--- src/rtl/ps2_pkg.sv ---
// ---------------------------------------------------------------------------
// ps2_pkg
// Shared definitions for the PS/2 receive path: the receiver FSM state
// encoding, the number of data bits per frame and the odd-parity rule.
// No ports (package).
// ---------------------------------------------------------------------------
package ps2_pkg;

  typedef enum logic [1:0] {
    ST_IDLE   = 2'd0,
    ST_DATA   = 2'd1,
    ST_PARITY = 2'd2,
    ST_STOP   = 2'd3
  } ps2_state_e;

  localparam int PS2_DATA_BITS = 8;

  // PS/2 uses odd parity: data bits XOR parity bit must equal this value.
  localparam logic PS2_ODD_PARITY = 1'b1;

  function automatic logic ps2_parity_ok(input logic data_xor, input logic parity_bit);
    return (data_xor ^ parity_bit) == PS2_ODD_PARITY;
  endfunction

endpackage

--- src/rtl/sync_fifo.sv ---
// ---------------------------------------------------------------------------
// sync_fifo
// Single-clock show-ahead FIFO. The head entry is held in a register so
// the consumer sees it without a read request; the storage array has no
// reset so it can map onto RAM.
// Ports:
//   clk, reset      clock, synchronous active-low reset
//   push, push_data write request and data
//   pop             head consumed (ignored while empty)
//   head_data       entry at the head (0 after reset)
//   valid           FIFO non-empty
//   count           occupancy, 0..DEPTH
//   overflow        1-cycle pulse: push dropped because FIFO full and no pop
// ---------------------------------------------------------------------------
module sync_fifo #(
  parameter int WIDTH = 8,
  parameter int DEPTH = 16
) (
  input  logic                     clk,
  input  logic                     reset,
  input  logic                     push,
  input  logic [WIDTH-1:0]         push_data,
  input  logic                     pop,
  output logic [WIDTH-1:0]         head_data,
  output logic                     valid,
  output logic [$clog2(DEPTH):0]   count,
  output logic                     overflow
);

  localparam int AW = $clog2(DEPTH);
  localparam int CW = AW + 1;

  logic [WIDTH-1:0] mem [DEPTH];

  logic [AW-1:0]    wr_ptr_reg;
  logic [AW-1:0]    rd_ptr_reg;
  logic [CW-1:0]    count_reg;
  logic [WIDTH-1:0] head_reg;
  logic             overflow_reg;

  logic             empty;
  logic             full;
  logic             pop_ok;
  logic             push_ok;
  logic [AW-1:0]    rd_ptr_next;

  assign empty       = (count_reg == '0);
  assign full        = (count_reg == CW'(DEPTH));
  assign pop_ok      = pop & ~empty;
  // A pop in the same cycle frees the slot, so a full FIFO still accepts.
  assign push_ok     = push & (~full | pop_ok);
  assign rd_ptr_next = rd_ptr_reg + AW'(1);

  always_ff @(posedge clk) begin
    if (push_ok) begin
      mem[wr_ptr_reg] <= push_data;
    end
  end

  always_ff @(posedge clk) begin
    if (!reset) begin
      wr_ptr_reg   <= '0;
      rd_ptr_reg   <= '0;
      count_reg    <= '0;
      head_reg     <= '0;
      overflow_reg <= 1'b0;
    end else begin
      overflow_reg <= push & ~push_ok;
      if (push_ok) begin
        wr_ptr_reg <= wr_ptr_reg + AW'(1);
      end
      if (pop_ok) begin
        rd_ptr_reg <= rd_ptr_next;
      end
      case ({push_ok, pop_ok})
        2'b10:   count_reg <= count_reg + CW'(1);
        2'b01:   count_reg <= count_reg - CW'(1);
        default: count_reg <= count_reg;
      endcase
      // The incoming byte becomes the head when the FIFO is (or is about to
      // become) empty; otherwise a pop loads the next stored entry.
      if (push_ok && (empty || (pop_ok && count_reg == CW'(1)))) begin
        head_reg <= push_data;
      end else if (pop_ok) begin
        head_reg <= mem[rd_ptr_next];
      end
    end
  end

  assign head_data = head_reg;
  assign valid     = ~empty;
  assign count     = count_reg;
  assign overflow  = overflow_reg;

endmodule

--- src/rtl/ps2_rx_fifo.sv ---
// ---------------------------------------------------------------------------
// ps2_rx_fifo
// PS/2 device-to-host receiver: synchronises the PS/2 pins, deglitches the
// PS/2 clock, deframes 11-bit frames (start, 8 data LSB first, odd parity,
// stop), guards each frame with a watchdog, and queues good bytes in a FIFO
// drained through a valid/ready stream.
// Ports:
//   clk, reset        system clock, synchronous active-low reset
//   ps2clk, ps2data   raw PS/2 pins
//   m_data, m_valid   FIFO head byte / FIFO non-empty
//   m_ready           consumer accepts head on m_valid & m_ready
//   fifo_count        FIFO occupancy
//   parity_err        pulse: bad parity, frame discarded
//   frame_err         pulse: stop bit 0, frame discarded
//   timeout_err       pulse: stalled frame aborted
//   overflow          pulse: good byte dropped, FIFO full
// ---------------------------------------------------------------------------
module ps2_rx_fifo
  import ps2_pkg::*;
#(
  parameter int FILTER_LEN     = 8,
  parameter int TIMEOUT_CYCLES = 100000,
  parameter int FIFO_DEPTH     = 16,
  parameter int CHECK_PARITY   = 1
) (
  input  logic                          clk,
  input  logic                          reset,
  input  logic                          ps2clk,
  input  logic                          ps2data,
  output logic [7:0]                    m_data,
  output logic                          m_valid,
  input  logic                          m_ready,
  output logic [$clog2(FIFO_DEPTH):0]   fifo_count,
  output logic                          parity_err,
  output logic                          frame_err,
  output logic                          timeout_err,
  output logic                          overflow
);

  localparam int FLW = $clog2(FILTER_LEN + 1);
  localparam int WDW = $clog2(TIMEOUT_CYCLES + 1);
  localparam int BCW = $clog2(PS2_DATA_BITS);

  // -------------------------------------------------------------------------
  // Two-flop synchronisers; bit 0 = ps2clk, bit 1 = ps2data. Idle level is 1.
  // -------------------------------------------------------------------------
  logic [1:0] raw_pins;
  logic [1:0] sync_meta_reg;
  logic [1:0] sync_reg;

  assign raw_pins = {ps2data, ps2clk};

  generate
    for (genvar gi = 0; gi < 2; gi++) begin : g_sync
      always_ff @(posedge clk) begin
        if (!reset) begin
          sync_meta_reg[gi] <= 1'b1;
          sync_reg[gi]      <= 1'b1;
        end else begin
          sync_meta_reg[gi] <= raw_pins[gi];
          sync_reg[gi]      <= sync_meta_reg[gi];
        end
      end
    end
  endgenerate

  logic ps2clk_sync;
  logic ps2data_sync;

  assign ps2clk_sync  = sync_reg[0];
  assign ps2data_sync = sync_reg[1];

  // -------------------------------------------------------------------------
  // Clock filter: follow the synchronised clock only once it has disagreed
  // with the filtered level for FILTER_LEN consecutive cycles.
  // -------------------------------------------------------------------------
  logic           filt_reg;
  logic           filt_d_reg;
  logic [FLW-1:0] filt_cnt_reg;
  logic           fall;

  always_ff @(posedge clk) begin
    if (!reset) begin
      filt_reg     <= 1'b1;
      filt_d_reg   <= 1'b1;
      filt_cnt_reg <= '0;
    end else begin
      filt_d_reg <= filt_reg;
      if (ps2clk_sync != filt_reg) begin
        if (filt_cnt_reg == FLW'(FILTER_LEN - 1)) begin
          filt_reg     <= ps2clk_sync;
          filt_cnt_reg <= '0;
        end else begin
          filt_cnt_reg <= filt_cnt_reg + FLW'(1);
        end
      end else begin
        filt_cnt_reg <= '0;
      end
    end
  end

  assign fall = filt_d_reg & ~filt_reg;

  // -------------------------------------------------------------------------
  // Frame FSM with watchdog. All outputs registered.
  // -------------------------------------------------------------------------
  ps2_state_e               state_reg;
  logic [BCW-1:0]           bit_cnt_reg;
  logic [PS2_DATA_BITS-1:0] shift_reg;
  logic                     par_acc_reg;
  logic                     par_ok_reg;
  logic [WDW-1:0]           wd_reg;
  logic                     push_reg;
  logic [PS2_DATA_BITS-1:0] push_data_reg;
  logic                     parity_err_reg;
  logic                     frame_err_reg;
  logic                     timeout_err_reg;
  logic                     timeout_hit;

  // A fall on the expiry cycle keeps the frame alive.
  assign timeout_hit = (state_reg != ST_IDLE) && !fall &&
                       (wd_reg == WDW'(TIMEOUT_CYCLES - 1));

  always_ff @(posedge clk) begin
    if (!reset) begin
      state_reg       <= ST_IDLE;
      bit_cnt_reg     <= '0;
      shift_reg       <= '0;
      par_acc_reg     <= 1'b0;
      par_ok_reg      <= 1'b0;
      wd_reg          <= '0;
      push_reg        <= 1'b0;
      push_data_reg   <= '0;
      parity_err_reg  <= 1'b0;
      frame_err_reg   <= 1'b0;
      timeout_err_reg <= 1'b0;
    end else begin
      push_reg        <= 1'b0;
      parity_err_reg  <= 1'b0;
      frame_err_reg   <= 1'b0;
      timeout_err_reg <= 1'b0;

      if (state_reg == ST_IDLE || fall) begin
        wd_reg <= '0;
      end else begin
        wd_reg <= wd_reg + WDW'(1);
      end

      if (timeout_hit) begin
        timeout_err_reg <= 1'b1;
        state_reg       <= ST_IDLE;
      end else if (fall) begin
        case (state_reg)
          ST_IDLE: begin
            if (!ps2data_sync) begin
              bit_cnt_reg <= '0;
              par_acc_reg <= 1'b0;
              state_reg   <= ST_DATA;
            end
          end
          ST_DATA: begin
            shift_reg   <= {ps2data_sync, shift_reg[PS2_DATA_BITS-1:1]};
            par_acc_reg <= par_acc_reg ^ ps2data_sync;
            bit_cnt_reg <= bit_cnt_reg + BCW'(1);
            if (bit_cnt_reg == BCW'(PS2_DATA_BITS - 1)) begin
              state_reg <= ST_PARITY;
            end
          end
          ST_PARITY: begin
            par_ok_reg <= ps2_parity_ok(par_acc_reg, ps2data_sync);
            state_reg  <= ST_STOP;
          end
          ST_STOP: begin
            if (!ps2data_sync) begin
              frame_err_reg <= 1'b1;
            end else if ((CHECK_PARITY != 0) && !par_ok_reg) begin
              parity_err_reg <= 1'b1;
            end else begin
              push_reg      <= 1'b1;
              push_data_reg <= shift_reg;
            end
            state_reg <= ST_IDLE;
          end
          default: state_reg <= ST_IDLE;
        endcase
      end
    end
  end

  // -------------------------------------------------------------------------
  // Receive FIFO
  // -------------------------------------------------------------------------
  sync_fifo #(
    .WIDTH (PS2_DATA_BITS),
    .DEPTH (FIFO_DEPTH)
  ) u_fifo (
    .clk       (clk),
    .reset     (reset),
    .push      (push_reg),
    .push_data (push_data_reg),
    .pop       (m_ready),
    .head_data (m_data),
    .valid     (m_valid),
    .count     (fifo_count),
    .overflow  (overflow)
  );

  assign parity_err  = parity_err_reg;
  assign frame_err   = frame_err_reg;
  assign timeout_err = timeout_err_reg;

endmodule

--- config.mk ---
export PLATFORM = sky130hd
export DESIGN_NAME = ps2_rx_fifo
export DESIGN_NICKNAME = d
export VERILOG_FILES = /design/src/rtl/ps2_pkg.sv /design/src/rtl/sync_fifo.sv /design/src/rtl/ps2_rx_fifo.sv
export SDC_FILE = /design/constraint.sdc
export NUM_CORES = 1
export LEC_CHECK = 0
export ABC_CLOCK_PERIOD_IN_PS = 4300
export CAP_MARGIN = 20
export CORE_MARGIN = 1.5
export CORE_UTILIZATION = 50
export DETAILED_ROUTE_END_ITERATION = 7
export MAX_ROUTING_LAYER = met4
export PLACE_DENSITY_LB_ADDON = 0.1
export SLEW_MARGIN = 20
export SYNTH_ARGS = -nofsm -noshare
export SYNTH_HDL_FRONTEND = slang
export SYNTH_SLANG_ARGS = --single-unit
--- constraint.sdc ---
create_clock -name clk -period 4.3 [get_ports clk]
set_clock_uncertainty 0.1 [all_clocks]
set_input_delay 1.075 -clock clk [delete_from_list [all_inputs] [get_ports clk]]
set_output_delay 1.075 -clock clk [all_outputs]
set_load 0.005 [all_outputs]
port_nets.png
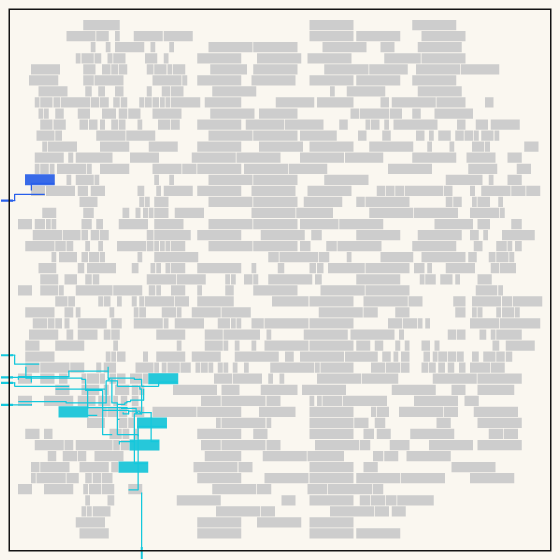
Key: blue = timeout_err [bits 1, direction output, edge left, end cells 1, buffers 1, wire 16.8 um]; cyan = fifo_count [bits 5, direction output, edge 4 left, 1 bottom, end cells 5, buffers 5, wire 314 um]
Ports: 23
port bufs: 22

met3.png
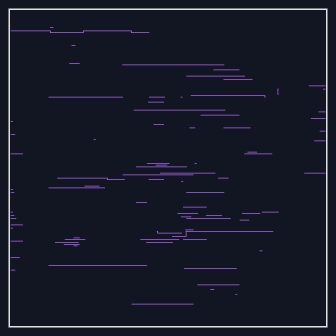
The wires run mostly horizontal. 63 nets have wire on it. The layer carries 855 um of wire.

final_placement.png
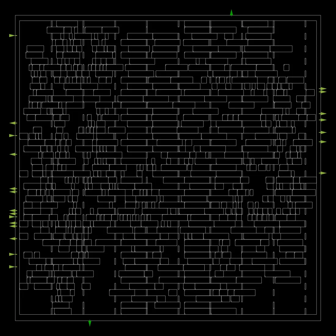
Tap Cells: 220
final non-filler cell total: 896
fill count: 1,337

registers.png
Other sequential cells in the stronger grey, the rest of the logic in the fainter grey.
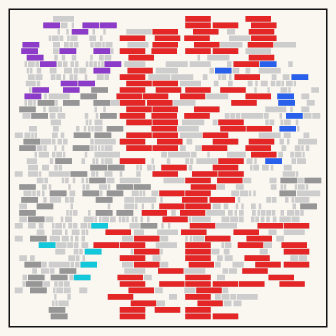
Key: red = u_fifo.mem [placed flops 128]; purple = wd_reg [placed flops 17, where top left]; cyan = u_fifo.count [placed flops 5, where bottom left]; blue = u_fifo.head_data [placed flops 8]
Another 46 sequential cells are not coloured.
P_seq: 2.14 mW
flop share of the area: 55.73%
register area: 5365 um^2
Layout Utilization: 58.26%

wire_density.png
The die is cut into 27 by 27 equal tiles; black is low, pale yellow is high, scaled to the fullest tile. Values are wire area over tile area, all layers added.
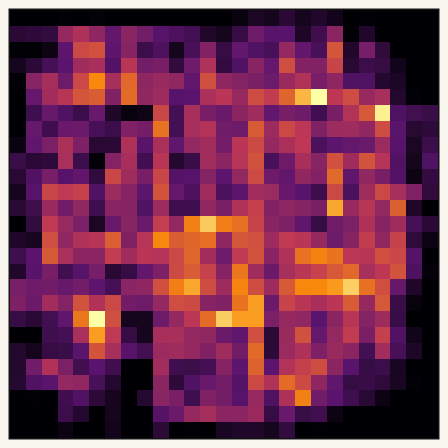
The densest ninth of the die: middle. The mean over all tiles is 0.15. 14% of the tiles are nearly empty. The fullest tile reaches 0.49.
Tot GR Track Use: 19.99%
Vias: 4,934
WL per Instance: 18.47 um

[layout make-up]
class / count / area, um^2
multi-input cells: 381 / 2824
clock inverters: 8 / 117.6
repair buffers: 31 / 287.8
clock buffers: 32 / 679.4
well taps: 220 / 275.3
fillers: 1337 / 6898
flip-flops and latches: 204 / 5365
inverters: 20 / 77.57
[critical path: stages, from the launching register on]
cell	delay (ns)
dfxtp_1	0.48
inv_1	0.12
ha_1	0.24
nand2_1	0.09
clkdlybuf4s50_1	0.52
[final timing paths]
kind | startpoint | endpoint | slack (ns)
max | u_fifo.count[0]$_SDFFE_PN0P_ | m_valid | 1.18
min | sync_meta_reg[0]$_SDFF_PN1_ | ps2clk_sync$_SDFF_PN1_ | 0.32
max reg2reg | u_fifo.rd_ptr_reg[1]$_SDFFE_PN0P_ | u_fifo.head_data[2]$_SDFFE_PN0P_ | 1.38
min reg2reg | sync_meta_reg[0]$_SDFF_PN1_ | ps2clk_sync$_SDFF_PN1_ | 0.32
[cells in the final DEF, fill, tap and decap left out, drive strengths merged, types with 2 or more instances in the layout]
cell           netlist  routed
a211oi               3       3
a21oi               27      27
a22oi                9       9
a31oi                8       8
and2                 5       5
and2b                3       3
and3                13      13
buf                 12       9
bufinv               0       3
clkbuf              15      32
clkdlybuf4s50        0      22
clkinv               1       4
clkinvlp             0       2
dfxtp               76      76
edfxtp             128     128
ha                  18      18
inv                 19      19
mux2i               41      41
mux4                18      18
nand2               45      45
nand2b              22      22
nand3               17      17
nand3b               2       2
nand4                8       8
nor2                72      72
nor2b                2       2
nor3                12      12
o21ai                6       6
o32ai                8       8
or3                  4       4
xnor2               10      10
xor2                18      18
==> impl_metrics.tcl <==
# flow metrics
set metrics [dict create \
    async_flop_share_pct 0 \
    nets 683 \
    finalSetupViolCount 0 \
    largest_reg_flops 128 \
    busiest_layer "met2" \
    hp-class "reg -> reg" \
    ys_area_um2 8439 \
    grtUsageMet3_pct 2.912 \
    ys_sh_aoi_pct 5.263 \
    wl_met1_um 7536 \
    adder_share_pct 2.669 \
    fmax_mhz 320.7 \
    place_inst 856 \
    topCellsByArea "edfxtp_1, dfxtp_1, mux2i_1, mux4_1, nor2_1" \
    vias_per_cell 5.507 \
    synthCells 632 \
    chipArea_um2 17670 \
    p_comb_share_pct 15.8 \
    ys_warn_count 0 \
    logic_family "simple AND/OR/NAND/NOR gates" \
    warnings 35 \
    cts_tree "yes" \
    fp_util_pct 51.07 \
    syn_to_final_growth_pct 14.07 \
    reg2regPathDepth 7 \
    antenna_left 0 \
    grt_antenna_before_repair 0 \
    p_switching_mw 1.154 \
    hpwl_um 10910 \
    most_common_cell "edfxtp_1" \
    rsz0062_at_grt "no" \
    finalClockPeriodUsage_pct 72.50 \
    setup_tns_ns 0 \
    worstSetupPathType "reg -> out" \
    status "completed" \
    clockBufferDepth 3 \
    tightest_slew_ns 0.8599 \
    firstDrtPassIters 5 \
    simple_gate_share_pct 12.04 \
    drive_gt1_share_pct 8.432 \
    worst_slack_ns 1.182 \
    synthTopCellsByCount "edfxtp_1, dfxtp_1, nor2_1" \
    place.gp.congestion 0.7689 \
    cts-root-buf "clkbuf_16" \
    crit_path_end_kind "output port" \
    p_clk_mw 2.00 \
    whs_ns 0.3193 \
    synth-edff-count 128 \
    grt_max_degree 28 \
    first_iter_violations 411 \
    p_leak_nw 3.263 \
    power_leader "sequential cells" \
    crit_arrival_ns 1.94 \
    cts.clk_slew.worst_paths_ns 0.06 \
    ys.flop_type "edfxtp_1" \
    cp.required_ns 3.12 \
    comb-power_mw 0.775 \
    critPathMaxFanout 7 \
    cp-start-kind "flip-flop" \
    place_ws_ns 0.9097 \
    core_um2 16520 \
    postSynthSeqShare_pct 63.57 \
    top_area_cell "edfxtp_1" \
    highest_layer "met4" \
    clock-sinks 204 \
    maxSlewViolCount 0 \
    cts_resized 0 \
    clkPwrFrac_pct 40.7 \
    num_rows 47 \
    syn_nets 655 \
    drv_cap 0 \
    ys.flops 204 \
    final_area_um2 9627 \
    muxShareOfSynthArea_pct 10.33 \
    hold_viol 0 \
    vdd_drop_max_mv 0.2838 \
    post_dp_cell_area_um2 8830 \
    ys_types 50 \
    overflow 0 \
    grt_pass1_wl_um 26590 \
    drt_wl_total_um 16550 \
    grt_pass1_vias 4876 \
    finalPower_mw 4.908 \
    p_per_area_nw_per_um2 509.8 \
    whs_path_depth 1 \
    diodes 0 \
    syn_area_um2 8439 \
    swShare_pct 23.52 \
    post_cts.repair.setup_buffers 0 \
    seq_power_share_pct 43.6 \
    finalCriticalPeriod_ns 3.118 \
    intPower_mw 3.753 \
    ys_cells 632 \
    use_met1_pct 27.12 \
    clock_latency_ns 0.50 \
    relSlewSlack_pct 42.59 \
    met2_usage_pct 31.86 \
    ys_sh_xor_pct 3.128 \
    fp.dieH_um 132.9 \
    cts_made_buffers 22 \
    die_w_um 132.9 \
    wl_met2_um 7908 \
    met3_length_um 854 \
    cts_hold_buf 0 \
    syn_avg_cell_area_um2 13.35 \
    htree_levels 1 \
    drcViolationCount 0 \
    yosys.area.top_type_share_pct 45.54 \
]
Power and IR drop assume default switching activity.
